`src/rtl/ssd_scanner.sv`:
```
// ssd_scanner: time-multiplexed four-digit seven-segment display driver.
// Each slot is CLK_DIV cycles long. The first BLANK_CYCLES cycles of a slot keep
// every digit dark so the previous digit does not ghost onto the next one.
// All four codes are captured as one snapshot at the start of each frame.
// The overflow request is turned into a blinking LED.
// Ports:
//   clk, rst_n          clock, asynchronous active-low reset
//   en                  scan enable; low = dark display, scan parked at slot 0
//   C0..C3              active-low segment codes, C0 = rightmost digit
//   overflow_led        overflow request
//   seg, an             registered segment bus / digit enables, active-low
//   led_out             registered blinking overflow LED, active-high
module ssd_scanner #(
  parameter int CLK_DIV      = 100000,
  parameter int BLANK_CYCLES = 16,
  parameter int BLINK_TICKS  = 64
) (
  input  logic       clk,
  input  logic       rst_n,
  input  logic       en,
  input  logic [6:0] C0,
  input  logic [6:0] C1,
  input  logic [6:0] C2,
  input  logic [6:0] C3,
  input  logic       overflow_led,
  output logic [6:0] seg,
  output logic [3:0] an,
  output logic       led_out
);

  localparam int DIV_W = $clog2(CLK_DIV);
  localparam int BLK_W = (BLINK_TICKS > 1) ? $clog2(BLINK_TICKS) : 1;

  logic [DIV_W-1:0] div_cnt;
  logic [1:0]       idx;
  logic [6:0]       snap [4];
  logic [BLK_W-1:0] blink_cnt;
  logic             prev_req;

  logic tick;
  logic load;
  logic in_blank;

  assign tick = en && (div_cnt == DIV_W'(CLK_DIV - 1));
  // A frame starts when slot 0 begins; the codes are captured then.
  assign load = en && (div_cnt == '0) && (idx == 2'd0);

  // A zero-length blank interval would make the compare trivially false.
  if (BLANK_CYCLES == 0) begin : g_no_blank
    assign in_blank = 1'b0;
  end else begin : g_blank
    assign in_blank = (div_cnt < DIV_W'(BLANK_CYCLES));
  end

  // Scan counters, snapshot and pin registers.
  always_ff @(posedge clk or negedge rst_n) begin
    if (!rst_n) begin
      div_cnt <= '0;
      idx     <= 2'd0;
      for (int i = 0; i < 4; i++) snap[i] <= 7'h7F;
      an      <= 4'b1111;
      seg     <= 7'h7F;
    end else begin
      if (!en) begin
        div_cnt <= '0;
        idx     <= 2'd0;
      end else if (tick) begin
        div_cnt <= '0;
        idx     <= idx + 2'd1;
      end else begin
        div_cnt <= div_cnt + DIV_W'(1);
      end

      if (load) begin
        snap[0] <= C0;
        snap[1] <= C1;
        snap[2] <= C2;
        snap[3] <= C3;
      end

      // Pins follow the pre-edge state, so on a load cycle seg shows the old
      // snapshot. With BLANK_CYCLES >= 1 that cycle is blanked anyway.
      if (!en || in_blank) begin
        an  <= 4'b1111;
        seg <= 7'h7F;
      end else begin
        an  <= ~(4'b0001 << idx);
        seg <= snap[idx];
      end
    end
  end

  // Overflow blinker: a fresh request lights the LED at once and restarts the
  // phase. After that the LED toggles every BLINK_TICKS slot ticks, so it
  // pauses along with the scan.
  always_ff @(posedge clk or negedge rst_n) begin
    if (!rst_n) begin
      blink_cnt <= '0;
      prev_req  <= 1'b0;
      led_out   <= 1'b0;
    end else begin
      prev_req <= overflow_led;
      if (!overflow_led) begin
        blink_cnt <= '0;
        led_out   <= 1'b0;
      end else if (!prev_req) begin
        blink_cnt <= '0;
        led_out   <= 1'b1;
      end else if (tick) begin
        if (blink_cnt == BLK_W'(BLINK_TICKS - 1)) begin
          blink_cnt <= '0;
          led_out   <= ~led_out;
        end else begin
          blink_cnt <= blink_cnt + BLK_W'(1);
        end
      end
    end
  end

endmodule

```
`config.mk`:
```
export PLATFORM = sky130hd
export DESIGN_NAME = ssd_scanner
export DESIGN_NICKNAME = d
export VERILOG_FILES = /design/src/rtl/ssd_scanner.sv
export SDC_FILE = /design/constraint.sdc
export NUM_CORES = 1
export LEC_CHECK = 0
export CAP_MARGIN = 10
export CORE_ASPECT_RATIO = 1.75
export CORE_MARGIN = 5
export CORE_UTILIZATION = 50
export DETAILED_ROUTE_END_ITERATION = 12
export GPL_TIMING_DRIVEN = 1
export MAX_ROUTING_LAYER = met4
export PLACE_DENSITY = 0.79
export REMOVE_ABC_BUFFERS = 1
export SYNTH_ARGS = -nofsm -noshare
export SYNTH_HDL_FRONTEND = slang
export SYNTH_SLANG_ARGS = --single-unit
```
`constraint.sdc`:
```
create_clock -name clk -period 5.9 [get_ports clk]
set_input_delay 1.18 -clock clk [delete_from_list [all_inputs] [get_ports clk]]
set_output_delay 1.18 -clock clk [all_outputs]
set_load 0.01 [all_outputs]
```
Figure 1. Where the registers sit (run 1).
Scale: 6 px per um.
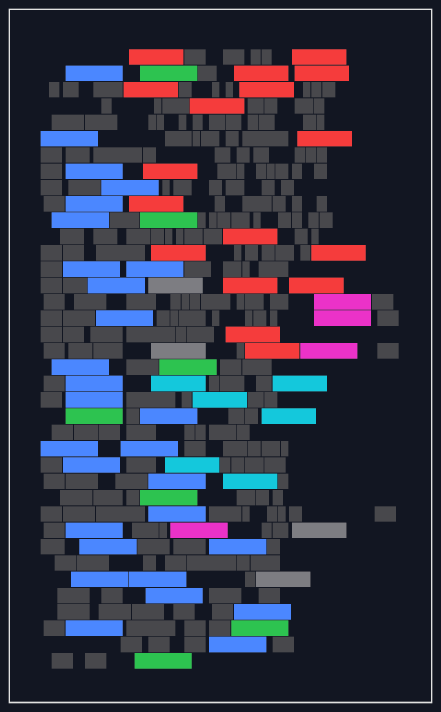
blue -> snap  # flops 28
green -> seg  # flops 7
cyan -> blink_cnt  # flops 6, where centre
magenta -> an  # flops 4, where middle right
red -> div_cnt  # flops 17
not coloured = 4
sequential cell area share: 44.66%
Final Core Density: 61.60%
Storage cell area: 1700 um^2
P_seq: 0.000576 W

Figure 2. Layout detail (run 1).
Region (15, 61) to (55, 101) um. Cells in grey, sequential cells in the stronger grey; small squares are vias.
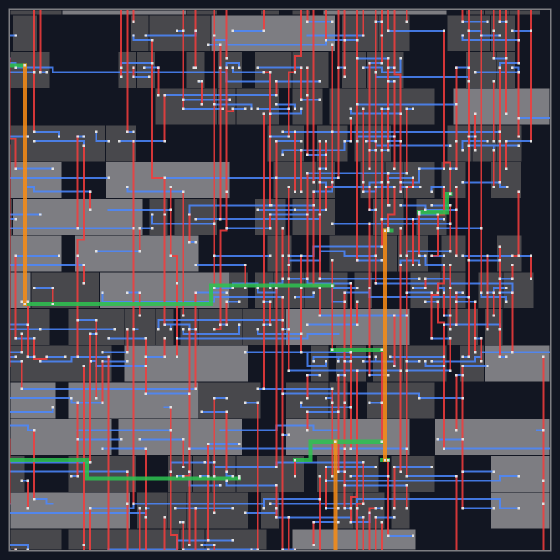
red -> M2
orange -> M4
blue -> M1
green -> M3
cells with their middle in the window = 113
netlist names of flops here include = div_cnt (10), snap (4)
most frequent = dfrtp_1 (11), nor2_1 (10), nand2_1 (8)
sequential cells in the window = 16

Figure 3. Gate families picked out (run 1).
Scale: 6 px per um.
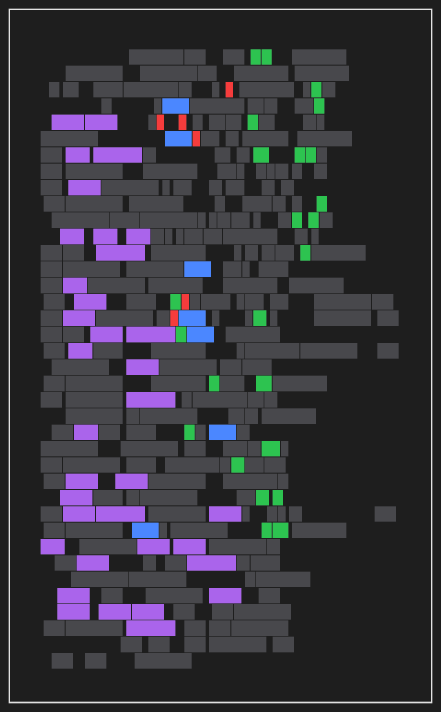
red -> inv cells  # cells 6, where top centre
blue -> fa/ha/maj cells  # cells 7
green -> aoi and oai cells  # cells 24
purple -> mux cells  # cells 35, where a vertical strip on the left

==> run notes, run 1 <==
flow finished, numbers: status completed, die x size 70.16 um, Max Freq 386.2 MHz, maximum fanout along the worst path 1, number of port buffers 43, met3 wire len between 200 and 250 um, Initial Utilization 51.23%, max reg flops 28, Iteration-0 DRC Markers 93, signal buffers share of area between 10 and 15%, number of fillers in the final layout 482, Leak Pwr around 1.6 nW, CTS Buffer Depth 2, Top cell excl fill/tap clkdlybuf4s50_1, Buf/Inv on CP 1, CTS tree yes, minimum clock period 2.589 ns, GRT overflow 0, Internal Pwr Total about 0.00084 W, Routability Congestion 0.8549, Finished Layout Cells 372, clk cell area share 4.995%, peak supply drop 0.2137 mV, EDFF count, synth 0, logic share of the area between 30% and 40%, crit path to seg[6], Post-CTS Setup Inserts 0, Yosys Instances 242, core area 6181 um^2, Setup-failing EPs final 0, CP Capture Type output port, most flop-heavy register snap, pwr dens 284.3 nW/um^2, Synth Flop Type dfstp_2, Net Sw Power 0.0002445 W, combinational gates around 160, largest net degree at the start of global routing 67, inverters 6, die height roughly 120 um, Post-synth top cells dfstp_2, dfrtp_1, mux2_4, most frequent cells in the layout clkdlybuf4s50_1, dfstp_2, dfrtp_1, Adders+Majority by Area about 2.8%, gr busiest metal met2, area leader, netlist dfstp_2, Post-DP Area 3617 um^2, crit start category register, met1 WL about 2500 um, r2r startpoint idx[0], Largest regs snap: 28 flops, div_cnt: 17 flops, seg: 7 flops, sw frac 22.58%, worst rel slew slack between 40% and 50%, initial antenna violation count 0, YS warnings 0, AND-OR/OR-AND Cells, Area Fraction roughly 6.4%, post-route cell area 3807 um^2, total power roughly 0.0011 W, RR Endpoint snap[2], Top non-seq family multiplexers, area share of the largest cell type after synthesis 32.36%, sequential share of power 53.2%, Final #Nets 326, CP max stage delay between 0.5 and 0.6 ns, DRC 0, M3 GR Usage 2.975%, Worst path slowest cell dfstp_2, Final ANT Viol Nets 0, hold_sp div_cnt[0], GR Util All Layers between 10% and 20%, CP Launch Point seg[6], mux share 17.31%, DR WL met2 2991 um, row count 38, Placed Instances ~360, H-tree depth 3, Hold-fix buffers, CTS 0, Worst Hold End div_cnt[0], Yosys chip area 3167 um^2, detailed placement HPWL roughly 4000 um, # clk buffers 12, number of non-clock buffers 45, Tcrit/Tclk final 43.89%, Comb group 0.000154 W, Main power group registers, die area 8088 um^2, detailed-router iteration count before antenna repair 4, layout cells sized above 1 34.25%, Leading cell kind registers, clock power share ~33%, max_cap viols 0, crit path DRT 4.72 ns, vias in the first global route 2,069, Worst Hold Class register to register, total CTS buffers 9, Clk power 0.000352 W, io pins between 40 and 50, setup slack, reg-to-reg 3.64 ns, Worst path depth 1, Mapped Area roughly 3200 um^2, CP cell instances clkdlybuf4s50_1, Tap Cells approximately 80, Hold Crit Depth 1, r2r worst-path depth 6, DR vias/cell 5.358, pins over their slew limit 0, antenna cell count 0, Final WS setup 3.311 ns
--- run 2 (diff from run 1) ---
--- a/config.mk
+++ b/config.mk
@@ -8,11 +8,11 @@
 export CAP_MARGIN = 10
 export CORE_ASPECT_RATIO = 1.75
 export CORE_MARGIN = 5
-export CORE_UTILIZATION = 50
+export CORE_UTILIZATION = 49
 export DETAILED_ROUTE_END_ITERATION = 12
 export GPL_TIMING_DRIVEN = 1
 export MAX_ROUTING_LAYER = met4
-export PLACE_DENSITY = 0.79
+export PLACE_DENSITY = 0.81
 export REMOVE_ABC_BUFFERS = 1
 export SYNTH_ARGS = -nofsm -noshare
 export SYNTH_HDL_FRONTEND = slang
==> constraint.sdc (replaced) <==
create_clock -name clk -period 2.3 [get_ports clk]
set_input_delay 0.46 -clock clk [delete_from_list [all_inputs] [get_ports clk]]
set_output_delay 0.46 -clock clk [all_outputs]
set_load 0.01 [all_outputs]
Figure 4. Layout detail (run 2).
Region (15, 61) to (55, 101) um. Cells in grey, sequential cells in the stronger grey; small squares are vias.
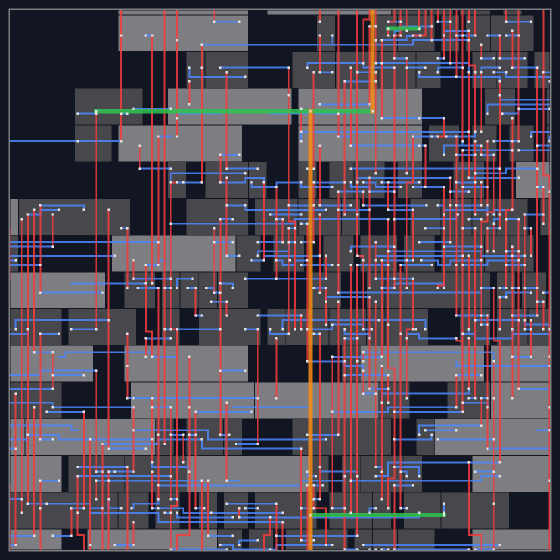

==> run notes, run 2 <==
flow finished, numbers: Leak Pwr about 1.6 nW, Yosys chip area 3167 um^2, largest net degree at the start of global routing 31, maximum fanout along the worst path 28, combinational gates 159, antenna cell count 0, Synth Flop Type dfstp_2, layout cells sized above 1 34.80%, Hold-fix buffers, CTS 0, sequential share of power 52.0%, Final Core Density 62.09%, CP Capture Type register, minimum clock period 2.047 ns, top layer in use met4, Net Sw Power 0.0006623 W, Post-synth top cells dfstp_2, dfrtp_1, mux2_4, peak supply drop 0.6193 mV, syn avg cell area about 13 um^2, Largest regs snap: 28 flops, div_cnt: 17 flops, seg: 7 flops, most frequent cells in the layout clkdlybuf4s50_1, dfstp_2, dfrtp_1, row count 38, Placed Instances 360, Worst-Skew Late Latency 0.36 ns, YS warnings 0, Top non-seq family multiplexers, setup slack, reg-to-reg 0.25 ns, Yosys Instances around 240, initial antenna violation count 0, r2r startpoint div_cnt[13], crit path to snap[17], number of port buffers between 40 and 50, Final ANT Viol Nets 0, inverters 6, Internal Pwr Total 0.002182 W, gr busiest metal met2, Comb group 0.000408 W, CP max stage delay 0.43 ns, DRC 0, M3 GR Usage 3.876%, Leading cell kind registers, total CTS buffers 9, H-tree depth 3, max reg flops 28, clock power share between 30% and 40%, Iteration-0 DRC Markers between 100 and 150, detailed-router iteration count before antenna repair 4, signal buffers share of area 12.81%, area share of the largest cell type after synthesis 32.36%, Tcrit/Tclk final around nine tenths, pwr dens 735.4 nW/um^2, io pins roughly 44, crit path DAT 2.33 ns, Initial Utilization between 50% and 60%, Clk power ~0.00096 W, RR Endpoint snap[17], worst rel slew slack 63.66%, Post-CTS Setup Inserts 0, Adders+Majority by Area 2.766%, clk cell area share 5.047%, met3 wire len 225 um, r2r worst-path depth 5, post-route cell area approximately 3900 um^2, vias in the first global route between 2,000 and 2,500, Worst path depth 5, most flop-heavy register snap, Routability Congestion 0.8708, sequential cell area share approximately 44%, Final WS setup 0.2529 ns, crit start category register, mux share between 10% and 20%, DR vias/cell 5.418, Mapped Area 3167 um^2, met1 WL between 2000 and 2500 um, die x size 70.77 um, number of fillers in the final layout 468, CTS Buffer Depth 2, P_seq 0.00148 W, Tap Cells 80, Storage cell area 1700 um^2, total power between 0.002 and 0.003 W, Main power group registers, Buf/Inv on CP 1, Final #Nets 330, CP cell instances nor3_1 -> nand4_1 -> or3_1 -> buf_12 -> mux2_4, Reg clk slew, reported paths ~0.080 ns, pins over their slew limit 0, sw frac 23.29%, Worst path slowest cell or3_1, crit path DRT between 2 and 3 ns, Setup-failing EPs final 0, number of non-clock buffers 49, Post-CTS Resized 0, status completed, max_cap viols 0, # clk buffers 10, area leader, netlist dfstp_2, Finished Layout Cells 376, core area 6228 um^2, die height roughly 120 um, die area 8234 um^2, Post-DP Area 3672 um^2, Post-Syn Instances 242, CP Launch Point div_cnt[13], via count 2,037, combinational power share 14.3%, EDFF count, synth 0, Worst Hold Class primary input to async pin, DR WL met2 around 3200 um, AND-OR/OR-AND Cells, Area Fraction about 6.4%, detailed placement HPWL ~4300 um, Max Freq 488.5 MHz
Figure 5. Gate families picked out (run 2).
Scale: 6 px per um.
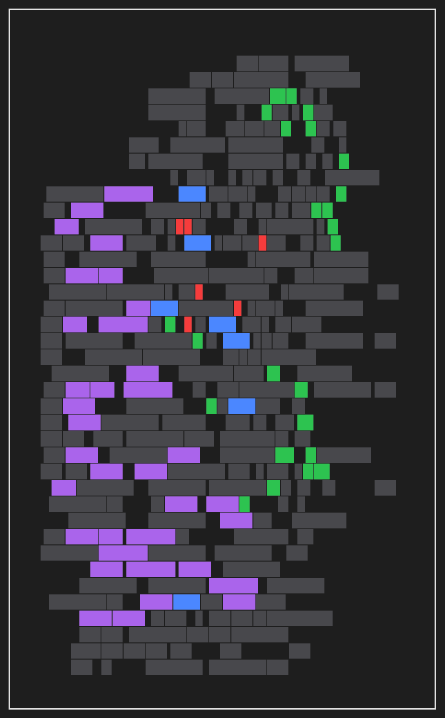
logic share of the area: 35.00%
Top cell excl fill/tap: clkdlybuf4s50_1

--- run 3 (diff from run 2) ---
==> constraint.sdc (replaced) <==
create_clock -name clk -period 1.75 [get_ports clk]
set_input_delay 0.35 -clock clk [delete_from_list [all_inputs] [get_ports clk]]
set_output_delay 0.35 -clock clk [all_outputs]
set_load 0.01 [all_outputs]
Figure 6. The metal 2 layer (run 3).
Scale: 3 px per um. Cells faint in the background.
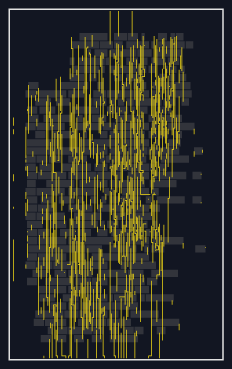
wire length on this layer = 3,570 um
longest straight run = 48.8 um
nets with wire on the layer = 316
main direction = vertical

==> run notes, run 3 <==
flow finished, numbers: status finished with violations, failing checks setup timing, sw frac 23.10%, Tap Cells 80, area share of the largest cell type after synthesis 32.36%, H-tree depth 3, syn avg cell area 13.09 um^2, setup slack, reg-to-reg -0.15 ns, die height 116.4 um, Top cell excl fill/tap dfstp_2, number of fillers in the final layout 451, most frequent cells in the layout dfstp_2, clkdlybuf4s50_1, dfrtp_1, signal buffers share of area between 10% and 20%, Tcrit/Tclk final 108.4%, combinational gates 160, io pins 44, max reg flops 28, minimum clock period 1.896 ns, combinational power share 15.7%, worst rel slew slack 77.10%, met3 wire len 249 um, Routability Congestion 0.8917, DRC 0, CTS Buffer Depth 2, crit path DRT 2.02 ns, DR WL met2 3567 um, Final WS setup -0.1465 ns, Adders+Majority by Area about 2.8%, CP max stage delay approximately 0.42 ns, Yosys chip area 3167 um^2, logic share of the area 34.27%, die area between 8000 and 9000 um^2, Post-DP Area about 3800 um^2, CP cell instances nor4_4 -> nand4_1 -> or3_4 -> buf_12 -> mux2_4, total power 0.003617 W, Final ANT Viol Nets 0, Max Freq around 530 MHz, Initial Utilization 50.84%, largest net degree at the start of global routing between 60 and 70, Yosys Instances 242, peak supply drop between 0.7 and 0.8 mV, Comb group roughly 0.00057 W, Post-CTS Resized 12, antenna cell count 0, r2r startpoint div_cnt[6], initial antenna violation count 0, pins over their slew limit 0, CTS tree yes, row count 38, Largest regs snap: 28 flops, div_cnt: 17 flops, seg: 7 flops, post-route cell area 4085 um^2, Worst-Skew Late Latency 0.35 ns, most flop-heavy register snap, Post-Syn Instances 242, Top non-seq family multiplexers, Synth Flop Type dfstp_2, number of port buffers between 40 and 50, core area 6228 um^2, Setup-failing EPs final 28, Mapped Area about 3200 um^2, layout cells sized above 1 40.63%, area leader, netlist dfstp_2, CP Capture Type register, max_cap viols 0, Worst path slowest cell dfrtp_1, Final #Nets ~350, Post-CTS Setup Inserts 1, Internal Pwr Total ~0.0028 W, Reg clk slew, reported paths 0.07 ns, die x size 70.77 um, Net Sw Power 0.0008354 W, Hold-fix buffers, CTS 0, Worst Hold Class primary input to async pin, vias in the first global route 2,213, # clk buffers 13, crit start category register, YS warnings 0, via count 2,159, total CTS buffers 9, clk cell area share 4.012%, Buf/Inv on CP 1, Main power group registers, CP Launch Point div_cnt[6], number of non-clock buffers 72, GRT overflow 0
Figure 7. Where the registers sit (run 3).
Scale: 6 px per um.
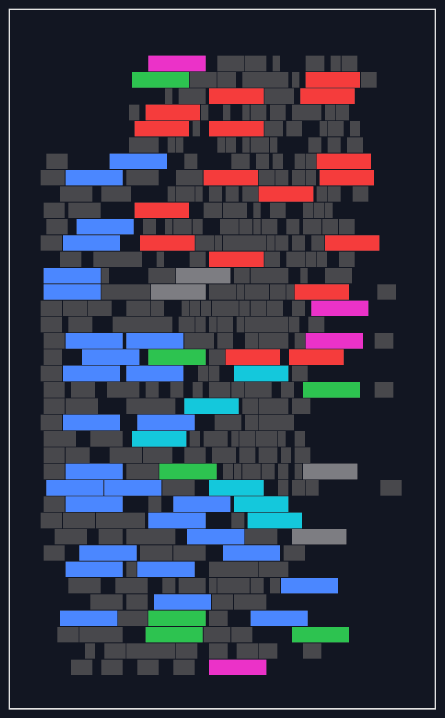
magenta -> an  # flops 4
cyan -> blink_cnt  # flops 6
blue -> snap  # flops 28
red -> div_cnt  # flops 17
green -> seg  # flops 7
sequential cell area share: 41.62%
Final Core Density: 65.59%

No activity file was given, so power comes from the tool's default toggle rates.
